**config.mk**
```make
export PLATFORM = sky130hd
export DESIGN_NAME = cpu_fetch
export DESIGN_NICKNAME = d
export VERILOG_FILES = /design/src/rtl/typepkg.sv /design/src/rtl/pc_counter.sv /design/src/rtl/cpu_fetch.sv
export SDC_FILE = /design/constraint.sdc
export NUM_CORES = 1
export LEC_CHECK = 0
export ABC_CLOCK_PERIOD_IN_PS = 2900
export CAP_MARGIN = 15
export CORE_MARGIN = 5
export CORE_UTILIZATION = 30
export DETAILED_ROUTE_END_ITERATION = 8
export PLACE_DENSITY = 0.58
export SYNTH_ARGS = -nofsm -noshare
export SYNTH_HDL_FRONTEND = slang
export SYNTH_HIERARCHICAL = 1
export SYNTH_SLANG_ARGS = --single-unit
```
**constraint.sdc**
```tcl
create_clock -name clk -period 2.9 [get_ports clk]
set_input_delay 0.58 -clock clk [delete_from_list [all_inputs] [get_ports clk]]
set_output_delay 0.58 -clock clk [all_outputs]
set_load 0.005 [all_outputs]
```
**src/rtl/typepkg.sv**
```systemverilog
// rtl/typepkg.sv - shared types for the instruction fetch unit
package typepkg;
  typedef enum logic [1:0] {IDLE, FETCH, HOLD} fetch_state_t;
endpackage

```
**src/rtl/pc_counter.sv**
```systemverilog
// rtl/pc_counter.sv - program counter with load, increment and natural wrap
module pc_counter #(
  parameter int          ADDR_N   = 16,
  parameter int unsigned RESET_PC = 0
) (
  input  logic              clk,
  input  logic              n_reset,
  input  logic              load,
  input  logic              inc,
  input  logic [ADDR_N-1:0] pc_in,
  output logic [ADDR_N-1:0] pc
);
  always_ff @(posedge clk) begin
    if (!n_reset)
      pc <= ADDR_N'(RESET_PC);
    else if (load)
      pc <= pc_in;
    else if (inc)
      pc <= pc + 1'b1;
  end
endmodule

```
**src/rtl/cpu_fetch.sv**
```systemverilog
// rtl/cpu_fetch.sv - multi-byte instruction fetch with wait states and handshake
module cpu_fetch
  import typepkg::*;
#(
  parameter int          ADDR_N    = 16,
  parameter int          DATA_N    = 8,
  parameter int          MAX_BYTES = 3,
  parameter int unsigned RESET_PC  = 0
) (
  input  logic                           clk,
  input  logic                           n_reset,
  output logic                           bus_oe,
  output logic [ADDR_N-1:0]              bus_addr,
  input  logic [DATA_N-1:0]              bus_rdata,
  input  logic                           bus_ready,
  input  logic                           start,
  input  logic [$clog2(MAX_BYTES+1)-1:0] len,
  output logic                           valid,
  input  logic                           accept,
  output logic [MAX_BYTES*DATA_N-1:0]    ins_bytes,
  input  logic                           pc_load,
  input  logic [ADDR_N-1:0]              pc_in,
  output logic [ADDR_N-1:0]              pc
);
  localparam int LEN_W = $clog2(MAX_BYTES+1);

  fetch_state_t      state_q, state_d;
  logic [LEN_W-1:0]  len_q, count_q, len_eff;
  logic [DATA_N-1:0] byte_q [MAX_BYTES];
  logic              take_start, load_len, capture;

  assign len_eff    = (len > LEN_W'(MAX_BYTES)) ? LEN_W'(MAX_BYTES) : len;
  assign take_start = start && (len != '0);
  assign capture    = (state_q == FETCH) && bus_ready && !pc_load;
  assign bus_oe     = (state_q == FETCH);
  assign bus_addr   = pc;
  assign valid      = (state_q == HOLD);

  pc_counter #(.ADDR_N(ADDR_N), .RESET_PC(RESET_PC)) u_pc (
    .clk     (clk),
    .n_reset (n_reset),
    .load    (pc_load),
    .inc     (capture),
    .pc_in   (pc_in),
    .pc      (pc)
  );

  always_comb begin
    state_d  = state_q;
    load_len = 1'b0;
    case (state_q)
      IDLE: if (take_start) begin
        state_d  = FETCH;
        load_len = 1'b1;
      end
      FETCH: if (bus_ready && (count_q == len_q - 1'b1)) state_d = HOLD;
      HOLD: if (accept) begin
        if (take_start) begin
          state_d  = FETCH;
          load_len = 1'b1;
        end else begin
          state_d = IDLE;
        end
      end
      default: state_d = IDLE;
    endcase
    // A jump abandons whatever is in flight, including a pending back-to-back start
    if (pc_load) begin
      state_d  = IDLE;
      load_len = 1'b0;
    end
  end

  always_ff @(posedge clk) begin
    if (!n_reset) begin
      state_q <= IDLE;
      len_q   <= '0;
      count_q <= '0;
      for (int i = 0; i < MAX_BYTES; i++) byte_q[i] <= '0;
    end else begin
      state_q <= state_d;
      if (pc_load) begin
        count_q <= '0;
        for (int i = 0; i < MAX_BYTES; i++) byte_q[i] <= '0;
      end else if (load_len) begin
        len_q   <= len_eff;
        count_q <= '0;
        for (int i = 0; i < MAX_BYTES; i++) byte_q[i] <= '0;
      end else if (capture) begin
        for (int i = 0; i < MAX_BYTES; i++)
          if (count_q == LEN_W'(i)) byte_q[i] <= bus_rdata;
        count_q <= count_q + 1'b1;
      end
    end
  end

  always_comb begin
    ins_bytes = '0;
    for (int i = 0; i < MAX_BYTES; i++) ins_bytes[i*DATA_N +: DATA_N] = byte_q[i];
  end
endmodule

```
==> notes.md, run 1 <==
run results: final core occ=between 40% and 50%, type of the tightest min-delay check=reg -> reg, status=complete, no violations, worst-case clock buffer depth=2, vias in the first global route=1678, RSZ-0062 raised after global routing=no, CTS tree=done, CP Capture Type=flip-flop, Worst path max stage delay=0.47 ns, Largest register FFs=24, Setup CP Type=in -> reg, DR iter-0 viols=26, # Cells Yosys=194, drt wl/cell=between 10 and 15 µm, syn_area_per_cell=between 10 and 15 µm², GR peak layer=met2, Yosys warning total=6, H-tree levels=2, DR pass1 iterations=4, crit path to=u_pc/pc[15], Top delay family on crit path=simple AND/OR/NAND/NOR gates, fin crit period=about 2.2 ns, hold_ws=0.4777 ns, worst-path fanout max=11, # IOs=90
[run 1: final cells by class]
cell class	instances	share of cell area [%]
clock buffer	5	2.124
clock inverter	3	2.124
inverter	6	0.6950
multi-input combinational	120	27.45
sequential	46	35.83
tap	99	3.822
timing repair buffer	91	27.95
[run 1: kinds of logic (layout without fill, tap and decap cells)]
kind of cell / after synthesis / in the layout / synth area share (%)
muxes: 4 / 4 / 1.795
AOI/OAI and AO/OA: 36 / 36 / 10.04
DFF: 46 / 46 / 52.05
and+or+nand+nor: 59 / 59 / 19.13
adders and majority gates: 4 / 4 / 2.243
buffers and inverters: 28 / 105 / 8.076
xor gates and xnor gates: 17 / 17 / 6.674
[run 1: report_power, final]
group	internal, mW	leakage, nW	total, mW	switching, mW
combinational	0.143	0.664	0.216	0.0724
clock	0.345	0.0683	0.563	0.218
sequential	0.717	0.457	0.750	0.0334
[run 1: stage by stage]
stage                     setup slack (ns)  instances  area [µm²]
after detailed placement            0.3552        362        3103
after global routing                0.5866        370        3241
final                               0.6884        370        3241
after floorplan                     0.9927        194        2231
after global placement              0.3921        362        3103
after CTS                           0.6826        370        3241
[run 1: worst reg2reg max path, delay by kind of cell, from the launching register on]
family / cells / cell delay [ns]
simple gates: 3 / 1.10
flops: 1 / 0.35
xor+xnor: 1 / 0.15
compound gates: 1 / 0.08
[run 1: layer usage]
layer	part of all wire [%]	vias to the layer above
met5	0	-
met4	0.61	0
met3	10	4
met2	46	67
met1	43	751
li1	-	830
[run 1: worst min path at each step]
stage	startpoint	end	slack [ns]	cells after the start
floorplan	len_q[0]	len_q[0]	0.44	2
global placement	len_q[0]	len_q[0]	0.47	2
detailed placement	len_q[0]	len_q[0]	0.47	2
CTS	len_q[0]	len_q[0]	0.48	2
global route	len_q[1]	len_q[1]	0.50	2
finish	len_q[0]	len_q[0]	0.48	2
### The clock network, run 1

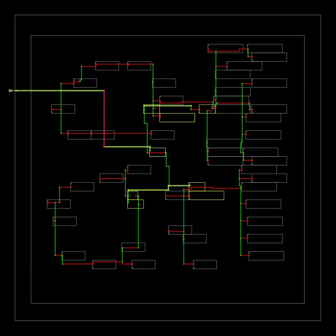
worst-case clock skew: 0.006967 ns
flip-flops: 46
Clock group: 0.563 mW
Latency at later pin: 0.29 ns
clk sinks: 46

### I/O nets highlighted, run 1

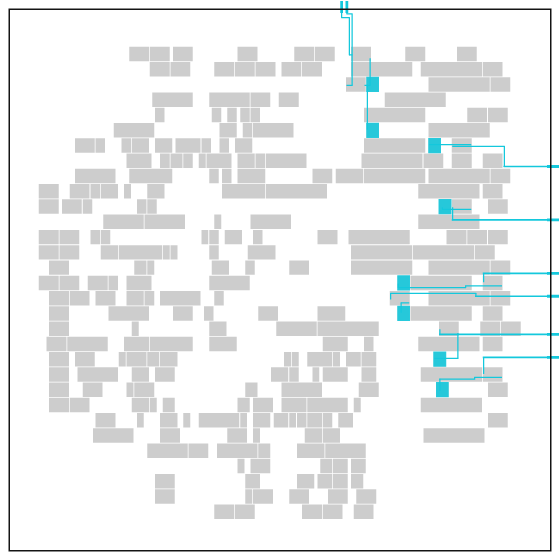
legend:
  cyan:
    port: `bus_rdata`
    bits: 8
    direction: input
    end_cells: 8
    buffers: 8
    wire: 212 µm

### Gate-type map, run 1

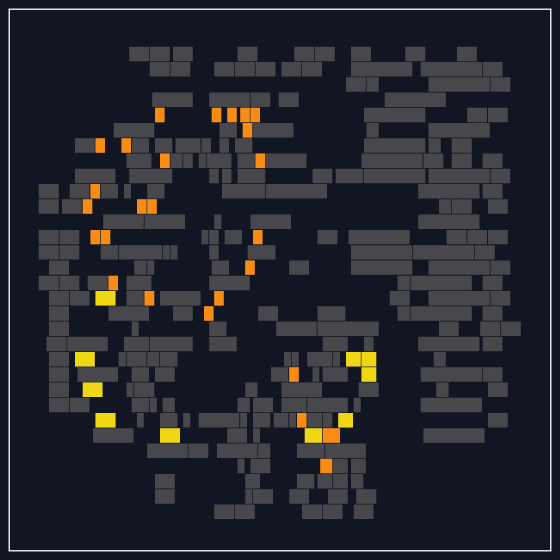
legend:
  yellow:
    family: non-inverting ao/oa cells
    cells: 10
  orange:
    family: aoi and oai cells
    cells: 26
Comb area share: 27.45%
top logic cell by instance count in the layout: clkdlybuf4s50_1
final non-filler cell total: 370

### Metal layers overlaid, run 1

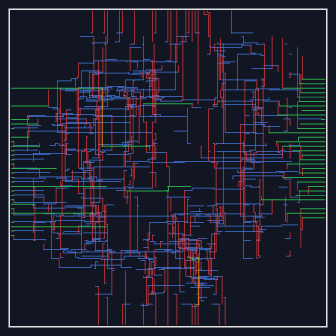
legend:
  blue:
    layer: metal 1
    wire_length: 2150 µm
  red:
    layer: metal 2
    wire_length: 2340 µm
  green:
    layer: metal 3
    wire_length: 526 µm
  orange:
    layer: metal 4
    wire_length: 32.0 µm

--- run 2 (diff from run 1) ---
--- a/config.mk
+++ b/config.mk
@@ -5,12 +5,12 @@
 export SDC_FILE = /design/constraint.sdc
 export NUM_CORES = 1
 export LEC_CHECK = 0
-export ABC_CLOCK_PERIOD_IN_PS = 2900
+export ABC_CLOCK_PERIOD_IN_PS = 1840
 export CAP_MARGIN = 15
 export CORE_MARGIN = 5
 export CORE_UTILIZATION = 30
 export DETAILED_ROUTE_END_ITERATION = 8
-export PLACE_DENSITY = 0.58
+export PLACE_DENSITY = 0.6
 export SYNTH_ARGS = -nofsm -noshare
 export SYNTH_HDL_FRONTEND = slang
 export SYNTH_HIERARCHICAL = 1
==> constraint.sdc (replaced) <==
create_clock -name clk -period 1.84 [get_ports clk]
set_input_delay 0.368 -clock clk [delete_from_list [all_inputs] [get_ports clk]]
set_output_delay 0.368 -clock clk [all_outputs]
set_load 0.005 [all_outputs]
### Clock distribution, run 2

The bar under the picture is 20 µm long.
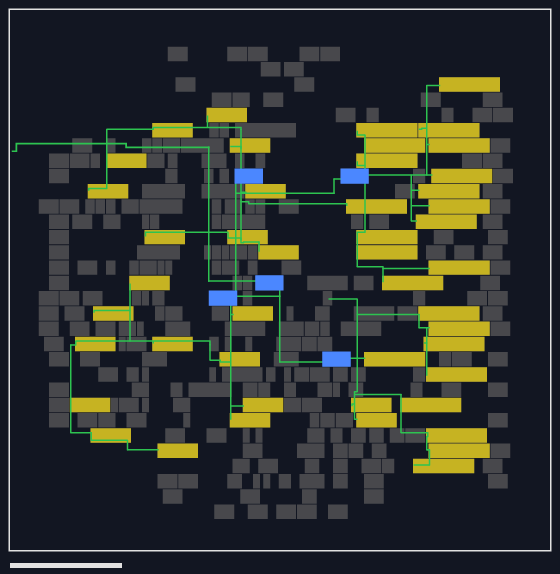
legend:
  blue:
    item: clock drivers
    count: 5
  yellow:
    item: flip-flops
    count: 46
  green:
    item: clock wires
    length: 542 µm
routed clock nets: 6
worst-case clock skew: 0.006650 ns
Clock group: 0.720 mW

### Metal layers overlaid, run 2

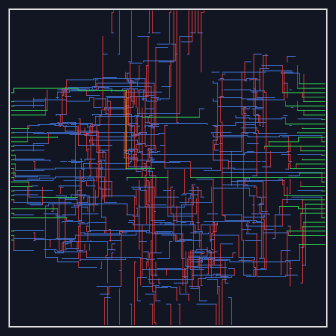
Routed WL: 5358 µm
via count: 1717
drt wl/cell: 13.88 µm

==> notes.md, run 2 <==
run results: status=complete, no violations (unchanged), DP Area=3266 µm² (was 3103 µm²), clk sinks=46 (unchanged), largest registers=byte_q x24, u_pc/pc x16 (unchanged), post-DR vias/cell=4.448 (was 4.465), Crit. Startpoint=pc_load (unchanged), Port Buffers=89 (unchanged), worst-case clock buffer depth=2 (unchanged), Largest register FFs=24 (unchanged), DR pass1 iterations=4 (unchanged), Rel. slew slack=78.80% (was 70.94%), EDFF count, synth=24 (unchanged), Yosys warning total=6 (unchanged), Hold Path Origin=len_q[0] (unchanged), CP Capture Type=flip-flop (unchanged), H-tree levels=2 (unchanged), # Cells Yosys=194 (unchanged), Ant. Diodes=0 (unchanged), final instance area=3421 µm² (was 3241 µm²), RSZ-0062 raised after global routing=no (unchanged), vias in the first global route=1770 (was 1678), register share after synthesis=52.05% (unchanged), Post-CTS Setup Repair Bufs=0 (unchanged), Syn-to-layout area delta=53.34% (was 45.26%), fin crit period=1.777 ns, type of the tightest min-delay check=reg -> reg (unchanged), Final Hold Fails=0 (unchanged), Gate Count Post-Synth=194 (unchanged), DR iter-0 viols=31 (was 26), Setup CP Type=in -> reg (unchanged), WP data arrival=1.96 ns (was 2.38 ns), # IOs=90 (unchanged), CTS hold repair buffers=0 (unchanged), PostCTS Resize Cnt=0 (unchanged), top logic cell by instance count in the layout=clkdlybuf4s50_1 (unchanged), pwr dens=666.1 nW/µm² (was 471.7 nW/µm²), Worst path max stage delay=0.41 ns (was 0.47 ns), syn_area_per_cell=11.50 µm² (unchanged), worst-path fanout max=10 (was 11), CTS tree=done (unchanged), hold_ws=0.4816 ns (was 0.4777 ns), Latency at later pin=0.29 ns (about the same), clock slew at reported path FFs=0.08 ns (about the same)
==> run 2: layer usage <==
metal,share of wire (%),vias to the layer above,GRT usage (%)
li1,-,859,-
met3,9.4,2,4.066
met2,46,71,19.26
met1,44,785,15.46
met4,0.43,0,3.199
met5,0,-,0
==> run 2: path summary, 6_finish.rpt <==
check / endpoint / slack, ns / cells after the start
max: u_pc/pc[12] / 0.06 / 7
min reg2reg: len_q[0] / 0.48 / 2
max reg2reg: u_pc/pc[12] / 0.21 / 6
min: len_q[0] / 0.48 / 2
==> run 2: final cells by class <==
type,count,area share [%]
Timing Repair Buffer,107,31.82
Sequential cell,46,33.94
Clock buffer,5,2.012
Multi-Input combinational cell,120,26.77
Clock inverter,3,1.170
Tap cell,99,3.621
Inverter,6,0.6584
==> run 2: cell families after synthesis <==
kind of cell               after synthesis  share of synthesized area (%)
muxes                                    4                          1.795
buffers and inverters                   28                          8.076
DFF                                     46                          52.05
and+or+nand+nor                         59                          19.13
xor gates and xnor gates                17                          6.674
AOI/OAI and AO/OA                       36                          10.04
adders and majority gates                4                          2.243
==> run 2: where the power goes <==
part | switching (mW) | total (mW) | internal (mW)
Sequential | 0.0536 | 1.18 | 1.13
Combinational | 0.123 | 0.376 | 0.253
Clock | 0.321 | 0.720 | 0.398
==> run 2: critical path: cells and delay by family <==
family                    cells  cell delay [ns]
and+or+nand+nor               3             0.75
AOI/OAI and AO/OA             1             0.08
xor gates and xnor gates      1             0.16
buffers and inverters         2             0.60
==> run 2: through the flow <==
step | utilization [%] | setup WS (ns) | instances
6_report | 47.16 | 0.06298 | 386
5_1_grt | 47.16 | 0.001972 | 386
4_1_cts | 46.52 | 0.03054 | 385
3_5_place_dp | 45.02 | -0.2687 | 377
3_3_place_gp | 45.02 | -0.2625 | 377
2_1_floorplan | - | 0.1447 | 194
--- run 3 (diff from run 2) ---
--- a/config.mk
+++ b/config.mk
@@ -5,12 +5,13 @@
 export SDC_FILE = /design/constraint.sdc
 export NUM_CORES = 1
 export LEC_CHECK = 0
+export ABC_AREA = 1
 export ABC_CLOCK_PERIOD_IN_PS = 1840
 export CAP_MARGIN = 15
 export CORE_MARGIN = 5
 export CORE_UTILIZATION = 30
 export DETAILED_ROUTE_END_ITERATION = 8
-export PLACE_DENSITY = 0.6
+export PLACE_DENSITY = 0.59
 export SYNTH_ARGS = -nofsm -noshare
 export SYNTH_HDL_FRONTEND = slang
 export SYNTH_HIERARCHICAL = 1
### Gate-type map, run 3

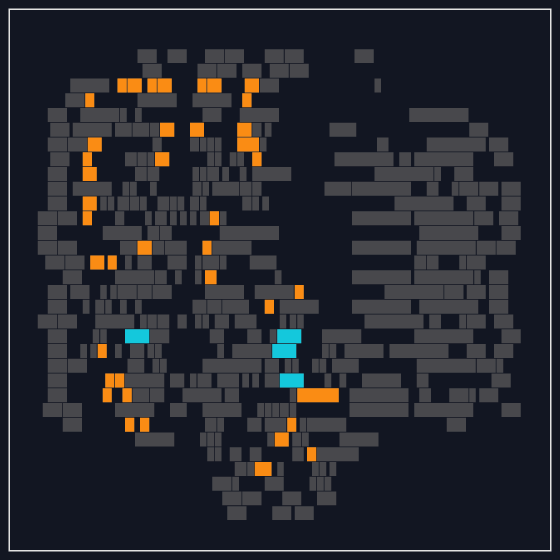
final non-filler cell total: 468
Comb area share: 26.98%

### The clock network, run 3

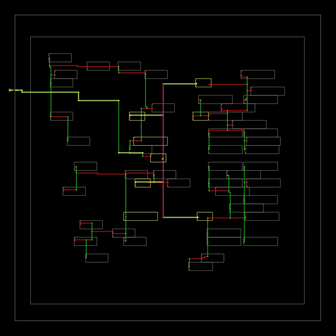
Latency at later pin: 0.30 ns
Num CTS Buffers: 5
number of clock buffers in the layout: 6

==> notes.md, run 3 <==
run results: CTS tree=done (unchanged), DR iter-0 viols=66 (was 31), WP buf/inv=1 (was 2), Port Buffers=89 (unchanged), vias in the first global route=2176 (was 1770), Syn-to-layout area delta=49.53% (was 53.34%), worst-path fanout max=6 (was 10), worst-case clock buffer depth=2 (unchanged), top logic cell by instance count in the layout=clkdlybuf4s50_1 (unchanged), # Cells Yosys=271 (was 194), final instance area=3603 µm² (was 3421 µm²), # IOs=90 (unchanged), WP data arrival=1.39 ns (was 1.96 ns), pwr dens=681.5 nW/µm² (was 666.1 nW/µm²), Worst path max stage delay=0.59 ns (was 0.41 ns), RSZ-0062 raised after global routing=no (unchanged), Routed WL=5946 µm (was 5358 µm), Gate Count Post-Synth=271 (was 194), Yosys warning total=6 (unchanged), clk sinks=46 (unchanged), H-tree levels=2 (unchanged), Post-CTS Setup Repair Bufs=0 (unchanged), Setup CP Type=reg -> out (was in -> reg), worst-case clock skew=0.007250 ns (was 0.006650 ns), via count=2076 (was 1717), Top delay family on crit path=buffers and inverters (was simple AND/OR/NAND/NOR gates), fin crit period=1.762 ns (was 1.777 ns), CP Capture Type=output port (was flip-flop), type of the tightest min-delay check=reg -> reg (unchanged), hold_ws=0.5039 ns (was 0.4816 ns), status=complete, no violations (unchanged)
==> run 3: final timing paths <==
check,endpoint,slack [ns],from,cells after the start
worst min-delay path,count_q[0],0.50,count_q[0],2
worst max register to register,byte_q[0][15],0.15,count_q[0],4
worst min register to register,count_q[0],0.50,count_q[0],2
worst max-delay path,bus_addr[4],0.08,u_pc/pc[4],1
==> run 3: layout make-up <==
class	instances	area, µm²	share of cell area [%]
sequential	46	1162	32.26
multi-input combinational	169	972.2	26.98
tap	102	127.6	3.542
clock buffer	6	82.58	2.292
inverter	36	135.1	3.750
timing repair buffer	107	1064	29.51
clock inverter	2	60.06	1.667
==> run 3: cell families (layout without fill, tap and decap cells) <==
family	Yosys count	count (layout)	share of synthesized area, %
DFF	46	46	48.18
buffers and inverters	56	151	11.47
xor gates and xnor gates	7	7	2.544
adders and majority gates	4	4	2.077
AOI/OAI and AO/OA	40	40	10.90
and+or+nand+nor	118	118	24.82
==> run 3: routing by layer <==
| metal | vias to the layer above | share of wire [%] | global-route usage (%) |
|---|---|---|---|
| li1 | 1061 | - | - |
| met1 | 920 | 44 | 14.93 |
| met2 | 88 | 45 | 20.61 |
| met3 | 7 | 9.5 | 4.769 |
| met4 | 0 | 0.87 | 3.466 |
| met5 | - | 0 | 0 |
==> run 3: power by group through the flow <==
stage                     registers, mW  clock network, mW  logic (mW)
final                              1.18              0.902       0.377
after global routing               1.19              0.977       0.411
after CTS                          1.18              0.938       0.383
after detailed placement           1.20                  0       0.380
after global placement             1.20                  0       0.378
after floorplan                    1.19                  0       0.140
==> run 3: worst min-delay path, delay by kind of cell, from the launching register on <==
family	cells	cell delay, ns
DFF	1	0.35
and+or+nand+nor	1	0.07
AOI/OAI and AO/OA	1	0.05
Power figures rest on the tool's default switching activity, not on a simulated workload.
